File: config.mk
export PLATFORM = sky130hd
export DESIGN_NAME = demorgan_sweep_ctrl
export DESIGN_NICKNAME = d
export VERILOG_FILES = /design/src/rtl/demorgan_sweep_ctrl.sv
export SDC_FILE = /design/constraint.sdc
export NUM_CORES = 1
export LEC_CHECK = 0
export CORE_MARGIN = 3
export CORE_UTILIZATION = 25
export CTS_CLUSTER_DIAMETER = 80
export DETAILED_ROUTE_END_ITERATION = 8
export GPL_TIMING_DRIVEN = 0
export SLEW_MARGIN = 10
export SYNTH_ARGS = -nofsm -noshare
export SYNTH_HDL_FRONTEND = slang
export SYNTH_SLANG_ARGS = --single-unit
export TNS_END_PERCENT = 20
File: constraint.sdc
create_clock -name clk -period 1.94 [get_ports clk]
set_input_delay 0.388 -clock clk [delete_from_list [all_inputs] [get_ports clk]]
set_output_delay 0.388 -clock clk [all_outputs]
set_load 0.01 [all_outputs]
File: src/rtl/demorgan_sweep_ctrl.sv
// -----------------------------------------------------------------------------
// demorgan_sweep_ctrl
//
// Walks the DeMorgan gate block through its full two-input truth table
// ({A,B} = 00, 01, 10, 11). Each vector is held for SETTLE cycles before
// the gate outputs are compared against the ideal response. Every mismatch
// is accumulated into a per-vector error flag and a per-output sticky mask.
// A single pass/fail verdict is produced when the sweep completes.
//
// Parameters
//   SETTLE     cycles a_out/b_out are held before obs is sampled (1..15)
//
// Ports
//   clk        single clock; all state changes on the rising edge
//   reset      asynchronous, active-high; clears all state immediately
//   start      request a sweep; only honoured while idle
//   abort      abandon a sweep in progress (ignored once the sweep is done)
//   a_out      stimulus A to the gate block (0 while idle/done)
//   b_out      stimulus B to the gate block (0 while idle/done)
//   obs[7:0]   gate outputs: [0]nA [1]nB [2]nAandnB [3]AorB
//                            [4]npAorB [5]nAornB [6]AandB [7]npAandB
//   busy       high whenever a sweep is in progress (any non-idle state)
//   done       one-cycle pulse when a sweep completes normally
//   pass       verdict of the last completed sweep (1 = no mismatches)
//   err_vec    bit i set if vector {A,B}=i produced any mismatch
//   fail_mask  sticky OR of mismatching obs bits, same order as obs
// -----------------------------------------------------------------------------
module demorgan_sweep_ctrl #(
  parameter int SETTLE = 1
) (
  input  logic       clk,
  input  logic       reset,
  input  logic       start,
  input  logic       abort,
  output logic       a_out,
  output logic       b_out,
  input  logic [7:0] obs,
  output logic       busy,
  output logic       done,
  output logic       pass,
  output logic [3:0] err_vec,
  output logic [7:0] fail_mask
);

  typedef enum logic [1:0] {
    IDLE  = 2'd0,
    DRIVE = 2'd1,
    CHECK = 2'd2,
    DONE  = 2'd3
  } state_t;

  // Last value of the settle counter before the compare cycle.
  localparam logic [3:0] SETTLE_LAST = 4'(SETTLE - 1);

  state_t     state;
  state_t     state_nxt;
  logic [1:0] vec;
  logic [1:0] vec_nxt;
  logic [3:0] cnt;
  logic [3:0] cnt_nxt;
  logic [3:0] err_nxt;
  logic [7:0] fmask_nxt;
  logic       pass_nxt;

  logic [7:0] diff;
  logic       mismatch;
  logic       driving;

  // Ideal gate-block response for inputs a, b, in obs bit order.
  function automatic logic [7:0] expected_obs(input logic a, input logic b);
    logic [7:0] e;
    e[0] = ~a;
    e[1] = ~b;
    e[2] = ~a & ~b;
    e[3] = a | b;
    e[4] = ~(a | b);
    e[5] = ~a | ~b;
    e[6] = a & b;
    e[7] = ~(a & b);
    return e;
  endfunction

  // Stimulus is only presented while a vector is being driven or checked.
  assign driving  = (state == DRIVE) || (state == CHECK);
  assign a_out    = driving & vec[1];
  assign b_out    = driving & vec[0];
  assign busy     = (state != IDLE);
  assign done     = (state == DONE);

  assign diff     = obs ^ expected_obs(vec[1], vec[0]);
  assign mismatch = |diff;

  // Next-state and result-update logic.
  always_comb begin
    state_nxt = state;
    vec_nxt   = vec;
    cnt_nxt   = cnt;
    err_nxt   = err_vec;
    fmask_nxt = fail_mask;
    pass_nxt  = pass;

    case (state)
      IDLE: begin
        // abort has priority over start, so a simultaneous request is dropped
        // and the previous results stay visible.
        if (start && !abort) begin
          state_nxt = DRIVE;
          vec_nxt   = 2'd0;
          cnt_nxt   = 4'd0;
          err_nxt   = 4'd0;
          fmask_nxt = 8'd0;
          pass_nxt  = 1'b0;
        end
      end

      DRIVE: begin
        if (abort) begin
          // Partial err_vec/fail_mask are kept for diagnosis.
          state_nxt = IDLE;
          vec_nxt   = 2'd0;
          cnt_nxt   = 4'd0;
          pass_nxt  = 1'b0;
        end else if (cnt == SETTLE_LAST) begin
          state_nxt = CHECK;
        end else begin
          cnt_nxt = cnt + 4'd1;
        end
      end

      CHECK: begin
        if (abort) begin
          // The compare in an aborted cycle is discarded.
          state_nxt = IDLE;
          vec_nxt   = 2'd0;
          cnt_nxt   = 4'd0;
          pass_nxt  = 1'b0;
        end else begin
          fmask_nxt = fail_mask | diff;
          err_nxt   = err_vec | (4'({3'b000, mismatch}) << vec);
          if (vec == 2'd3) begin
            // Verdict must include the final vector's compare, so it is
            // taken from the updated error vector, not the registered one.
            state_nxt = DONE;
            pass_nxt  = (err_nxt == 4'd0);
          end else begin
            state_nxt = DRIVE;
            vec_nxt   = vec + 2'd1;
            cnt_nxt   = 4'd0;
          end
        end
      end

      DONE: begin
        // abort is deliberately ignored here: the sweep already completed.
        state_nxt = IDLE;
        vec_nxt   = 2'd0;
        cnt_nxt   = 4'd0;
      end

      default: begin
        state_nxt = IDLE;
        vec_nxt   = 2'd0;
        cnt_nxt   = 4'd0;
      end
    endcase
  end

  // State and result registers.
  always_ff @(posedge clk or posedge reset) begin
    if (reset) begin
      state     <= IDLE;
      vec       <= 2'd0;
      cnt       <= 4'd0;
      err_vec   <= 4'd0;
      fail_mask <= 8'd0;
      pass      <= 1'b0;
    end else begin
      state     <= state_nxt;
      vec       <= vec_nxt;
      cnt       <= cnt_nxt;
      err_vec   <= err_nxt;
      fail_mask <= fmask_nxt;
      pass      <= pass_nxt;
    end
  end

endmodule

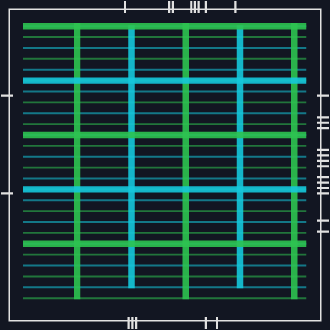
(run_1/floorplan.png)
Drawn at 4 px/µm. Pins as bars on the die edge.
Key: cyan = VDD; green = VSS
5 straps on met4. 5 straps on met5.
vertical die size: 77.49 µm
core region area: 0.004817 mm²
worst voltage drop across the vdd grid: 0.0003677 V
width of the die: 77.49 µm

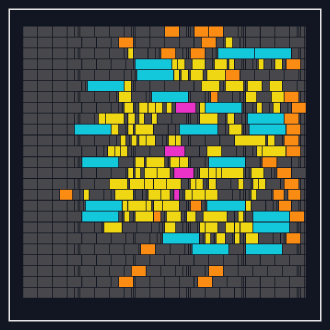
(run_1/class_map.png)
Drawn at 4 px/µm. Fill, decap, tap and diode cells in grey.
Key: orange = remaining buffers and delay cells [cells 32, share of their area 18%]; yellow = remaining logic cells [cells 109, share of their area 46%]; magenta = clock drivers and dummy loads [cells 4, share of their area 2.8%]; cyan = registers [cells 21, share of their area 32%]

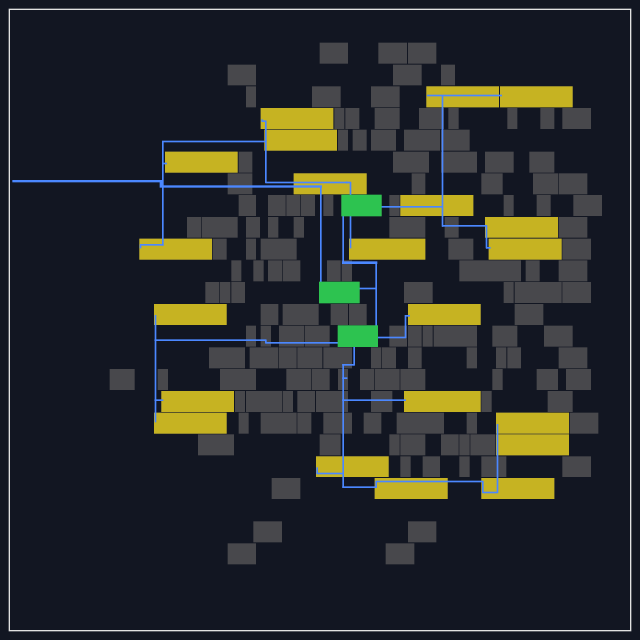
(run_1/clock_wires.png)
Drawn at 8 px/µm.
Key: green = clock-net drivers [count 3]; blue = clock wires [length 293 µm]; yellow = flip-flops [count 21]
There are 4 routed clock nets.

## run 1: power by group
group / internal, mW / total, mW / leakage (nW) / switching, mW
clock: 0.146 / 0.284 / 0.0228 / 0.138
sequential: 0.559 / 0.638 / 0.274 / 0.0793
combinational: 0.481 / 1.01 / 0.445 / 0.530
## run 1: critical path, cell delays in order, from the launching register on
cell,delay [ps]
sky130_fd_sc_hd__dfrtp_1,380
sky130_fd_sc_hd__inv_1,100
sky130_fd_sc_hd__ha_1,300
sky130_fd_sc_hd__inv_2,50
sky130_fd_sc_hd__nor2_1,100
sky130_fd_sc_hd__dlygate4sd2_1,280
==> README.md, run 1 <==
| Group | Parameter | This run |
| --- | --- | --- |
| clock tree | Post-CTS Hold Buffers | 0 |
| worst setup path | Launch point of the worst path | state[0]$_DFFE_PP0P_ |
| worst setup path | Start of the worst register-to-register path | vec[0]$_DFFE_PP0P_ |
| drt | Routed length per placed instance | 12.22 µm |
| sta | Setup WS post-layout | 88.82 ps |
| final layout | Commonest cells after routing, fill and taps aside | sky130_fd_sc_hd__clkdlybuf4s50_1 (25), sky130_fd_sc_hd__dfrtp_1 (19), sky130_fd_sc_hd__nor2_1 (16) |
| yosys | Yosys Warn Count | 0 |
| worst setup path | Kind of capture point of the worst setup path | primary output |
| yosys | Fraction of the yosys area taken by sequential cells | 41.14% |
| placed design | Port bufs | 28 |
| final layout | Number of multi-input combinational cells | 100 |
| yosys | Adder-cell area share of the yosys netlist | 8.815% |
| worst setup path | Largest driver fanout on the critical path | 4 |
| yosys | Number of enable flip-flop cells | 0 |
| final layout | Top flop regs | fail_mask (8), cnt (4), err_vec (4) |
| grt | Global Route met1 Usage | 13.48% |
| sta | Peak Freq | 540.2 MHz |
| drt | Met1 wire length | 1.404 mm |
| yosys | Mean post-synth cell area | 9.678 µm² |
| sta | Final hold viol count | 0 |
| run | Tool warning count | 32 |
| grt | Wire length of the first global-routing pass | 5.009 mm |
| yosys | Number of standard cells after synthesis | 132 |
| placed design | Placed Cells incl. Taps | 227 |
| final layout | Layout cell share with drive strength beyond 1 | 15.66% |
| grt | Met3 Resource Use GR | 2.552% |
| grt | Antenna violations before repair | 0 |
| status | Status | completed |
| min path | Worst Hold Path EP | fail_mask[3]$_DFFE_PP0P_ |
| sta | Total negative slack for setup checks | 0 ps |
| final layout | Sequential share of cell area | 30.74% |
| sta | Slew @ Worst Pin | 805.6 ps |
| final layout | Dominant class by area | logic gates |
| yosys | Area fraction in mux cells | 1.567% |
| yosys | Post-Synth Simple-Gate Area | 22.14% |
| yosys | Post-Synth AOI/OAI Area | 16.85% |
| drt | DRC errors left | 0 |
| final layout | Layout Utilization | 35.66% |
## Run 2: what changed since run 1
--- a/config.mk
+++ b/config.mk
@@ -5,11 +5,13 @@
 export SDC_FILE = /design/constraint.sdc
 export NUM_CORES = 1
 export LEC_CHECK = 0
+export ABC_CLOCK_PERIOD_IN_PS = 1940
 export CORE_MARGIN = 3
 export CORE_UTILIZATION = 25
 export CTS_CLUSTER_DIAMETER = 80
 export DETAILED_ROUTE_END_ITERATION = 8
 export GPL_TIMING_DRIVEN = 0
+export RECOVER_POWER = 25
 export SLEW_MARGIN = 10
 export SYNTH_ARGS = -nofsm -noshare
 export SYNTH_HDL_FRONTEND = slang
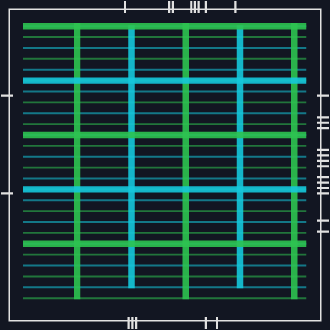
(run_2/floorplan.png)
Drawn at 4 px/µm. Pins as bars on the die edge.
Key: green = VSS; cyan = VDD
29 signal pins sit on the boundary. 5 straps on met5. The core has 25 rows. 5 straps on met4. 26 met1 rails follow the rows.

==> run 2 against run 1 <==
  * Utilization unchanged
  * Die area unchanged
  * Non-clock buffer count is the same
  * Combinational power about the same
  * Largest power group unchanged
  * Critical path depth stayed put
  * Synthesized area stayed put
  * Worst hold slack did not move
  * Fmax unchanged
  * Routed wire length hardly changed
==> README.md, run 2 <==
| Group | Parameter | This run |
| --- | --- | --- |
| status | Status | completed |
| final layout | Post-Layout Cell Count | 233 |
| clock tree | # H-tree levels | 1 |
| worst setup path | Reg2reg path depth | 6 |
| placed design | Port bufs | 28 |
| placed design | Placed Cells incl. Taps | 227 |
| clock tree | Total clock buffers created by CTS | 3 |
| final layout | Area added between synthesis and finish | 34.48% |
| worst setup path | Start of the worst register-to-register path | vec[0]$_DFFE_PP0P_ |
| grt | Wire length of the first global-routing pass | 5.009 mm |
| yosys | Post-Synth AOI/OAI Area | 16.85% |
| worst setup path | Critical path buffers and inverters | 3 |
| yosys | Yosys Warn Count | 0 |
| yosys | Largest cells by area after synthesis | sky130_fd_sc_hd__dfrtp_1 (41%), sky130_fd_sc_hd__ha_1 (8.8%), sky130_fd_sc_hd__nor2_1 (5.0%) |
| final layout | Layout cell share with drive strength beyond 1 | 15.66% |
| grt | Met3 Resource Use GR | 2.552% |
| worst setup path | Cell chain of the critical path | inv_1 -> ha_1 -> inv_2 -> nor2_1 -> dlygate4sd2_1 |
| power | Power Combinational | 1.01 mW |
| power | Worst voltage drop across the vdd grid | 0.0003677 V |
| die | Width of the die | 77.49 µm |
| yosys | Adder-cell area share of the yosys netlist | 8.815% |
| yosys | Net count entering floorplan | 153 |
| worst setup path | Kind of capture point of the worst setup path | primary output |
| grt | Global Route met1 Usage | 13.48% |
| grt | Antenna violations before repair | 0 |
| worst setup path | Launch point of the worst path | state[0]$_DFFE_PP0P_ |
| final layout | Most frequently placed logic cell in the final layout | sky130_fd_sc_hd__clkdlybuf4s50_1 |
| grt | Pin count of the biggest net entering global routing | 22 |
| yosys | Number of enable flip-flop cells | 0 |
| drt | DRC errors left | 0 |
| sta | Slew @ Worst Pin | 805.9 ps |
| die | Core region area | 0.004817 mm² |
| sta | Worst clock skew | 8.095 ps |
| yosys | Number of standard cells after synthesis | 132 |
| power | Proportion of power drawn by flip-flops and latches | 33.0% |
| power | Net switching share of the total power | 38.67% |
| worst setup path | Largest driver fanout on the critical path | 4 |
| power | Net switching power | 0.7478 mW |
| yosys | Fraction of the yosys area taken by sequential cells | 41.14% |
| final layout | Top flop regs | fail_mask (8), cnt (4), err_vec (4) |
| sta | Setup WS post-layout | 88.82 ps |
| grt | Vias in the first global route | 1044 |
| worst setup path | End point of the critical path | a_out |
| placed design | DP Worst Slack | -123.2 ps |
| drt | Vias after detailed routing | 1043 |
| run | Tool warning count | 32 |
| sta | Final hold viol count | 0 |
| worst setup path | CP max stage delay | 380 ps |
| die | Vertical die size | 77.49 µm |
| drt | Met1 wire length | 1.404 mm |
| yosys | Share of flip-flops with an asynchronous set or reset | 100.0% |
| power | Power in the clock group | 0.284 mW |
| clock tree | CTS tree | yes |
| worst setup path | Cell class contributing the biggest share of worst-path delay | buffers and inverters |
| sta | Final setup violation count | 0 |
| yosys | Post-Synth Simple-Gate Area | 22.14% |
| yosys | Area fraction in mux cells | 1.567% |
| power | Portion of total power attributed to the clock network | 14.7% |
| min path | Worst Hold Path EP | fail_mask[3]$_DFFE_PP0P_ |
| power | Proportion of power drawn by combinational gates | 52.3% |
| final layout | Layout Utilization | 35.66% |
| worst setup path | Levels on crit path | 5 |
| power | Main power group | combinational cells |
| sta | Post-Route Hold Slack | 491.2 ps |
| worst setup path | Standard cell with the maximum stage delay on the critical path | sky130_fd_sc_hd__dfrtp_1 |
| sta | Total negative slack for setup checks | 0 ps |
| final layout | Commonest cells after routing, fill and taps aside | sky130_fd_sc_hd__clkdlybuf4s50_1 (24), sky130_fd_sc_hd__dfrtp_1 (19), sky130_fd_sc_hd__nor2_1 (16) |
| power | Reported sequential group power | 0.638 mW |
| sta | Peak Freq | 540.2 MHz |
| min path | Min-Delay Path Class | register to register |
| power | Internal power | 1.186 mW |
| yosys | Mean post-synth cell area | 9.678 µm² |
| grt | Remaining Overflow, GRT | 0 |
| min path | Startpoint of the tightest hold check path | fail_mask[3]$_DFFE_PP0P_ |
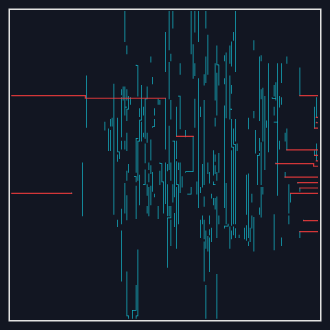
(run_2/layers.png)
Drawn at 4 px/µm. Two of the layers only.
Key: cyan = M2 [wire length 1330 µm]; red = M3 [wire length 115 µm]
final WL: 2.847 mm
routed length per placed instance: 12.22 µm
all-layer global routing usage: 10.22%

-- run 2: cell counts after synthesis --
Identical to the previous run, type by type.
-- run 2: cell type report --
cell class | count | area [µm²]
Tap cell | 67 | 83.83
Timing Repair Buffer | 30 | 291.5
Buffer | 2 | 10.01
Sequential cell | 21 | 528.0
Inverter | 9 | 33.78
Multi-Input combinational cell | 100 | 725.7
Fill cell | 526 | 3099
Clock buffer | 4 | 45.04
-- run 2: timing repair --
item / CTS / global route
hold buffers: 0 / 0
setup endpoints to repair: 4 / 16
pin swaps: 0 / 1
setup buffers: 0 / 2
resized: 4 / 7
-- run 2: kinds of logic after synthesis --
family,Yosys count
flip-flops,21
AND/OR/NAND/NOR,49
XOR/XNOR,8
AND-OR/OR-AND,32
multiplexers,2
adder cells (fa/ha/maj),9
buffers and inverters,11
Power figures rest on the tool's default switching activity, not on a simulated workload.
